File: src/rtl/ldpc_cn_min_scanner_pkg.sv
// Shared types and helpers for the min-sum check-node scanner.
//   cn_scan_state_t : scanner FSM states (COLLECT accepts beats, HOLD presents the result)
//   MAG_MAX(width)  : all-ones magnitude of the given width, returned in 32 bits
package ldpc_cn_pkg;

  typedef enum logic {
    COLLECT = 1'b0,
    HOLD    = 1'b1
  } cn_scan_state_t;

  function automatic logic [31:0] MAG_MAX(input int unsigned width);
    if (width >= 32) begin
      return '1;
    end
    return (32'd1 << width) - 32'd1;
  endfunction

endpackage

File: src/rtl/ldpc_cn_min_scanner_if.sv
// Handshake bundle of the check-node scanner.
//   in_*  : variable-to-check beat stream (valid/ready, magnitude, sign)
//   out_* : one result beat per check node (valid/ready, min1, min2, min1 index, sign parity)
// Modports: slave = the scanner, master = the source/sink surrounding it.
interface ldpc_cn_min_scanner_if #(
  parameter int unsigned MAG_W = 5,
  parameter int unsigned IDX_W = 3
);

  logic             in_valid;
  logic             in_ready;
  logic [MAG_W-1:0] in_mag;
  logic             in_sign;
  logic             out_valid;
  logic             out_ready;
  logic [MAG_W-1:0] out_min1;
  logic [MAG_W-1:0] out_min2;
  logic [IDX_W-1:0] out_min1_idx;
  logic             out_parity;

  modport slave (
    input  in_valid, in_mag, in_sign, out_ready,
    output in_ready, out_valid, out_min1, out_min2, out_min1_idx, out_parity
  );

  modport master (
    output in_valid, in_mag, in_sign, out_ready,
    input  in_ready, out_valid, out_min1, out_min2, out_min1_idx, out_parity
  );

endinterface

File: src/rtl/ldpc_cn_min_scanner_counter.sv
// Beat counter for the check-node scanner.
//   clk, reset_n : clock, asynchronous active-low reset
//   en           : advance by one (one accepted beat)
//   cnt          : current beat index, wraps from DEGREE-1 to 0
//   first, last  : cnt == 0, cnt == DEGREE-1
module cn_scan_counter #(
  parameter int unsigned DEGREE = 6,
  parameter int unsigned IDX_W  = $clog2(DEGREE)
) (
  input  logic             clk,
  input  logic             reset_n,
  input  logic             en,
  output logic [IDX_W-1:0] cnt,
  output logic             first,
  output logic             last
);

  logic [IDX_W-1:0] cnt_q;

  always_ff @(posedge clk or negedge reset_n) begin
    if (!reset_n) begin
      cnt_q <= '0;
    end else if (en) begin
      cnt_q <= last ? '0 : cnt_q + IDX_W'(1);
    end
  end

  assign cnt   = cnt_q;
  assign first = (cnt_q == '0);
  assign last  = (cnt_q == IDX_W'(DEGREE - 1));

endmodule

File: src/rtl/ldpc_cn_min_scanner.sv
// Serial min-sum check-node scanner.
// Accepts DEGREE magnitude/sign beats, tracks min1, min2 (min over all indices but min1's),
// the index of min1 and the sign parity, then holds one result beat until it is taken.
//   clk, reset_n : clock, asynchronous active-low reset
//   bus          : ldpc_cn_min_scanner_if.slave (input beat stream and result beat)
// Build option: CN_MIN_OFFSET_EN subtracts OFFSET (saturating at 0) from out_min1/out_min2;
// the scan itself always compares raw magnitudes.
module ldpc_cn_min_scanner
  import ldpc_cn_pkg::*;
#(
  parameter int unsigned DEGREE = 6,
  parameter int unsigned MAG_W  = 5,
  parameter int unsigned IDX_W  = $clog2(DEGREE),
  parameter int unsigned OFFSET = 1
) (
  input logic                  clk,
  input logic                  reset_n,
  ldpc_cn_min_scanner_if.slave bus
);

  localparam logic [MAG_W-1:0] MagAllOnes = MAG_W'(MAG_MAX(MAG_W));

  cn_scan_state_t   state_q, state_d;
  logic [MAG_W-1:0] min1_q, min2_q;
  logic [IDX_W-1:0] idx_q;
  logic             parity_q;
  logic             accept;
  logic [IDX_W-1:0] cnt;
  logic             first, last;

  assign accept = bus.in_valid && (state_q == COLLECT);

  cn_scan_counter #(
    .DEGREE (DEGREE),
    .IDX_W  (IDX_W)
  ) u_counter (
    .clk     (clk),
    .reset_n (reset_n),
    .en      (accept),
    .cnt     (cnt),
    .first   (first),
    .last    (last)
  );

  always_ff @(posedge clk or negedge reset_n) begin
    if (!reset_n) begin
      state_q <= COLLECT;
    end else begin
      state_q <= state_d;
    end
  end

  // Handshake outputs depend on the state register only.
  always_comb begin
    state_d       = state_q;
    bus.in_ready  = 1'b0;
    bus.out_valid = 1'b0;
    unique case (state_q)
      COLLECT: begin
        bus.in_ready = 1'b1;
        if (accept && last) begin
          state_d = HOLD;
        end
      end
      HOLD: begin
        bus.out_valid = 1'b1;
        if (bus.out_ready) begin
          state_d = COLLECT;
        end
      end
      default: state_d = COLLECT;
    endcase
  end

  // Strict '<' keeps the first occurrence as min1; an equal later value lands in min2.
  always_ff @(posedge clk or negedge reset_n) begin
    if (!reset_n) begin
      min1_q   <= MagAllOnes;
      min2_q   <= MagAllOnes;
      idx_q    <= '0;
      parity_q <= 1'b0;
    end else if (accept) begin
      if (first) begin
        min1_q   <= bus.in_mag;
        min2_q   <= MagAllOnes;
        idx_q    <= '0;
        parity_q <= bus.in_sign;
      end else begin
        if (bus.in_mag < min1_q) begin
          min2_q <= min1_q;
          min1_q <= bus.in_mag;
          idx_q  <= cnt;
        end else if (bus.in_mag < min2_q) begin
          min2_q <= bus.in_mag;
        end
        parity_q <= parity_q ^ bus.in_sign;
      end
    end
  end

  assign bus.out_min1_idx = idx_q;
  assign bus.out_parity   = parity_q;

`ifdef CN_MIN_OFFSET_EN
  localparam logic [MAG_W-1:0] OffsetW = MAG_W'(OFFSET);

  assign bus.out_min1 = (min1_q > OffsetW) ? (min1_q - OffsetW) : '0;
  assign bus.out_min2 = (min2_q > OffsetW) ? (min2_q - OffsetW) : '0;
`else
  logic unused_offset;

  assign unused_offset = ^MAG_W'(OFFSET);
  assign bus.out_min1  = min1_q;
  assign bus.out_min2  = min2_q;
`endif

endmodule

File: src/flat_wrapper.sv
// flat-port wrapper written by rule: the top's interface ports become plain ports
module ldpc_cn_min_scanner_flat import ldpc_cn_pkg::*;
#(
  parameter int unsigned DEGREE = 6,
  parameter int unsigned MAG_W  = 5,
  parameter int unsigned IDX_W  = $clog2(DEGREE),
  parameter int unsigned OFFSET = 1
)
  (clk, reset_n, bus_in_valid, bus_in_mag, bus_in_sign, bus_out_ready, bus_in_ready, bus_out_valid, bus_out_min1, bus_out_min2, bus_out_min1_idx, bus_out_parity);
  ldpc_cn_min_scanner_if #(.MAG_W(MAG_W), .IDX_W(IDX_W)) bus_i ();
  input logic clk;
  input logic reset_n;
  input wire logic [$bits(bus_i.in_valid)-1:0] bus_in_valid;
  input wire logic [$bits(bus_i.in_mag)-1:0] bus_in_mag;
  input wire logic [$bits(bus_i.in_sign)-1:0] bus_in_sign;
  input wire logic [$bits(bus_i.out_ready)-1:0] bus_out_ready;
  output wire logic [$bits(bus_i.in_ready)-1:0] bus_in_ready;
  output wire logic [$bits(bus_i.out_valid)-1:0] bus_out_valid;
  output wire logic [$bits(bus_i.out_min1)-1:0] bus_out_min1;
  output wire logic [$bits(bus_i.out_min2)-1:0] bus_out_min2;
  output wire logic [$bits(bus_i.out_min1_idx)-1:0] bus_out_min1_idx;
  output wire logic [$bits(bus_i.out_parity)-1:0] bus_out_parity;
  assign bus_i.in_valid = bus_in_valid;
  assign bus_i.in_mag = bus_in_mag;
  assign bus_i.in_sign = bus_in_sign;
  assign bus_i.out_ready = bus_out_ready;
  assign bus_in_ready = bus_i.in_ready;
  assign bus_out_valid = bus_i.out_valid;
  assign bus_out_min1 = bus_i.out_min1;
  assign bus_out_min2 = bus_i.out_min2;
  assign bus_out_min1_idx = bus_i.out_min1_idx;
  assign bus_out_parity = bus_i.out_parity;
  ldpc_cn_min_scanner #(.DEGREE(DEGREE), .MAG_W(MAG_W), .IDX_W(IDX_W), .OFFSET(OFFSET)) u_core (.clk(clk), .reset_n(reset_n), .bus(bus_i));
endmodule
File: config.mk
export PLATFORM = sky130hd
export DESIGN_NAME = ldpc_cn_min_scanner_flat
export DESIGN_NICKNAME = d
export VERILOG_FILES = /design/src/rtl/ldpc_cn_min_scanner_pkg.sv /design/src/rtl/ldpc_cn_min_scanner_if.sv /design/src/rtl/ldpc_cn_min_scanner_counter.sv /design/src/rtl/ldpc_cn_min_scanner.sv /design/src/flat_wrapper.sv
export SDC_FILE = /design/constraint.sdc
export NUM_CORES = 1
export LEC_CHECK = 0
export ABC_AREA = 1
export CORE_UTILIZATION = 45
export CTS_CLUSTER_SIZE = 14
export DETAILED_ROUTE_END_ITERATION = 10
export PLACE_DENSITY = 0.73
export SKIP_CTS_REPAIR_TIMING = 1
export SLEW_MARGIN = 10
export SYNTH_ARGS = -nofsm -noshare
export SYNTH_HDL_FRONTEND = slang
export SYNTH_SLANG_ARGS = --single-unit
File: constraint.sdc
create_clock -name clk -period 1.9 [get_ports clk]
set_input_delay 0.38 -clock clk [delete_from_list [all_inputs] [get_ports clk]]
set_output_delay 0.38 -clock clk [all_outputs]
set_load 0.01 [all_outputs]
==> impl_metrics.tcl, run 1 <==
# implementation run metrics
set metrics [dict create \
    status "completed" \
    p_sw_mw 1.08 \
    place_ws_ns -0.177 \
    met3_usage 0.0268 \
    slew_headroom 0.796 \
    met1_usage 0.240 \
    nNetsFinal 189 \
    top_cell_area_share 0.239 \
    detailed_place_hpwl_mm 1.97 \
    drive_above_1_share 0.224 \
    num_vias 1016 \
    synthArstFlopShare 1.00 \
    whs_ns 0.402 \
    combPwrFrac 0.599 \
    crit_arrival_ns 2.04 \
    synth_warnings 0 \
    irDropWorstVdd_v 0.000976 \
    syn_to_final_growth_pct 36.8 \
    maxPowerGroup "combinational cells" \
    synth.most_common_cell "nand2_1" \
    utilization 0.666 \
    fmax_mhz 553 \
    totalWireLength_mm 2.53 \
    syn_nets 148 \
    cp_max_fo 4 \
    p_int_mw 1.49 \
    critPathLaunchType "input port" \
    grt.total_usage 0.204 \
    ff2ff_setup_slack_ns 0.14 \
    cpMaxStageDelayCell "clkdlybuf4s50_1" \
    placedCellCount 191 \
    p_leak_nw 0.740 \
    min_path_type "input port to asynchronous set/reset pin" \
    ant_nets 0 \
    setup_tns_ns 0 \
    p_total_mw 2.57 \
    synth.cell_area_mm2 0.00110 \
]
==> run_1/placement.png <==
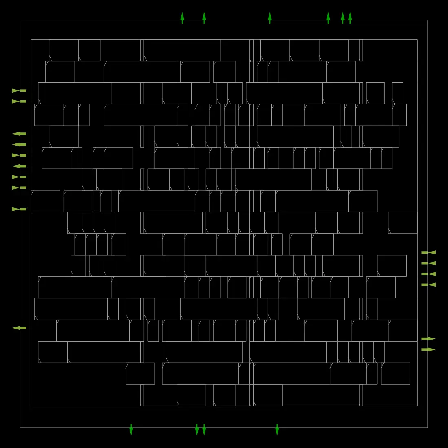
register share of the cell area: 0.308
fillers: 196
Tapcells: 28

==> run_1/logic_types.png <==
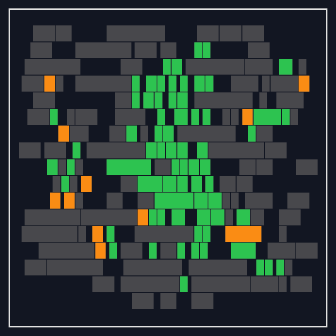
nand cells -> green  # cells 69, most used nand2_1
aoi and oai cells -> orange  # cells 11, most used o21ai_0
Commonest Layout Cell: nand2_1
Comb area share: 0.376
Finished Layout Cells: 198

==> run_1/clk_routes.png <==
Scale bar: 20 um.
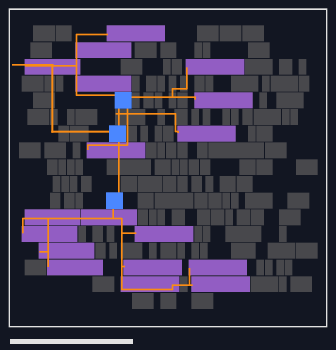
clock wires -> orange  # length 181 um
flip-flops -> purple  # count 18
clock drivers -> blue  # count 3
routed clock nets = 4
worst clock skew: 0.0102 ns
clk_lat worst skew: 0.28 ns

==> run 1 -> run 2 <==
- clock period: 1.9 -> 1.8 ns (I/O delays scaled with it)
==> run 2 against run 1 <==
  * Synthesized area unchanged
  * Sequential power up 5.3%
  * Clock power grew about 10%
  * Register-to-register slack worse by 0.07 ns
  * Worst hold slack got worse by 0.028 ns
  * Sequential share of layout area decreased by 2.3 points
  * Synthesized cell count is the same
  * Critical path type is now flip-flop to output port
  * Global-route usage is 1.8 points higher
  * Final cell count increased by 1.5%
==> impl_metrics.tcl, run 2 <==
# implementation run metrics
set metrics [dict create \
    status "completed" \
    taps 28 \
    min_path_type "input port to asynchronous set/reset pin" \
    place_ws_ns -0.249 \
    met1_usage 0.275 \
    p_leak_nw 0.803 \
    setup_tns_ns 0 \
    busiest_layer "met2" \
    utilization 0.721 \
    slew_headroom 0.713 \
    layoutNonFillerInstCount 201 \
    port_buffers 25 \
    detailed_place_hpwl_mm 1.91 \
    p_sw_mw 1.31 \
    seq_share 0.285 \
    ant_nets 0 \
    comb_share 0.408 \
    drive_above_1_share 0.312 \
    cp_max_fo 3 \
    synth.most_common_cell "nand2_1" \
    met3_usage 0.0208 \
    ff2ff_setup_slack_ns 0.07 \
    synth.cell_area_mm2 0.00110 \
    clock_sinks 18 \
    rsz0062_at_grt "true" \
    layout.cells.most_common "nand2_1" \
    cp_num_buf_inv 1 \
    ys_ff 18 \
    cpMaxStageDelayCell "dfstp_2" \
    nFillCells 184 \
    combPwrFrac 0.635 \
    irDropWorstVdd_v 0.00108 \
    synthArstFlopShare 1.00 \
    clkLatencyLatePin_ns 0.30 \
    top_cell_area_share 0.239 \
    nNetsFinal 192 \
    whs_ns 0.375 \
    syn_nets 148 \
    critPathLaunchType "flip-flop" \
    p_total_mw 3.01 \
    die_w_um 51.4 \
    placedCellCount 192 \
    crit_arrival_ns 1.40 \
    p_int_mw 1.70 \
    fp_util 0.487 \
    maxPowerGroup "combinational cells" \
    totalWireLength_mm 2.88 \
    fmax_mhz 568 \
]
==> run_2/clk_routes.png <==
Scale bar: 20 um.
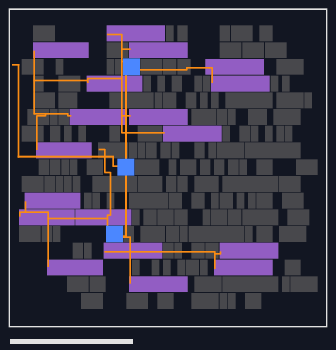
clock drivers -> blue  # count 3
flip-flops -> purple  # count 18
clock wires -> orange  # length 222 um
routed clock nets = 4
worst clock skew: 0.00307 ns
Clk. pwr: 0.250 mW

==> run_2/layer_met2.png <==
Cells faint in the background.
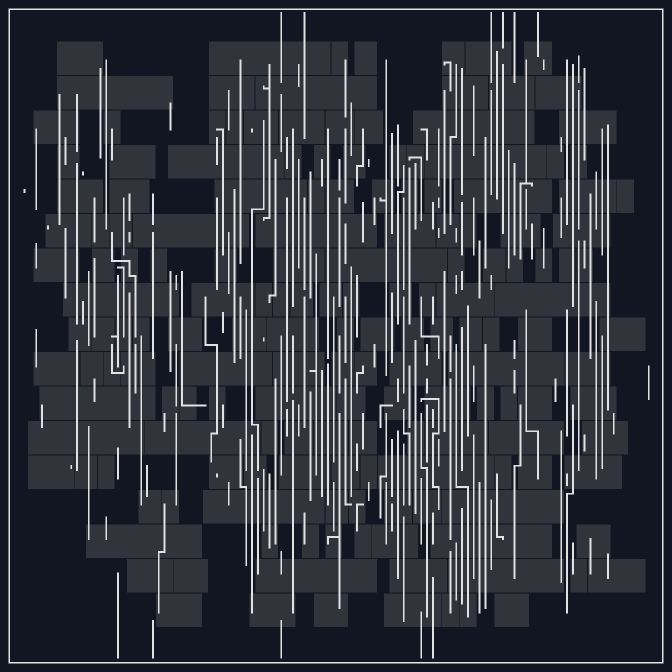
wire length on this layer = 1560 um
nets with wire on the layer = 164
main direction = vertical
longest straight run = 24.8 um
vias: 1052
M2 GR Usage: 0.385

Power and IR drop assume default switching activity.
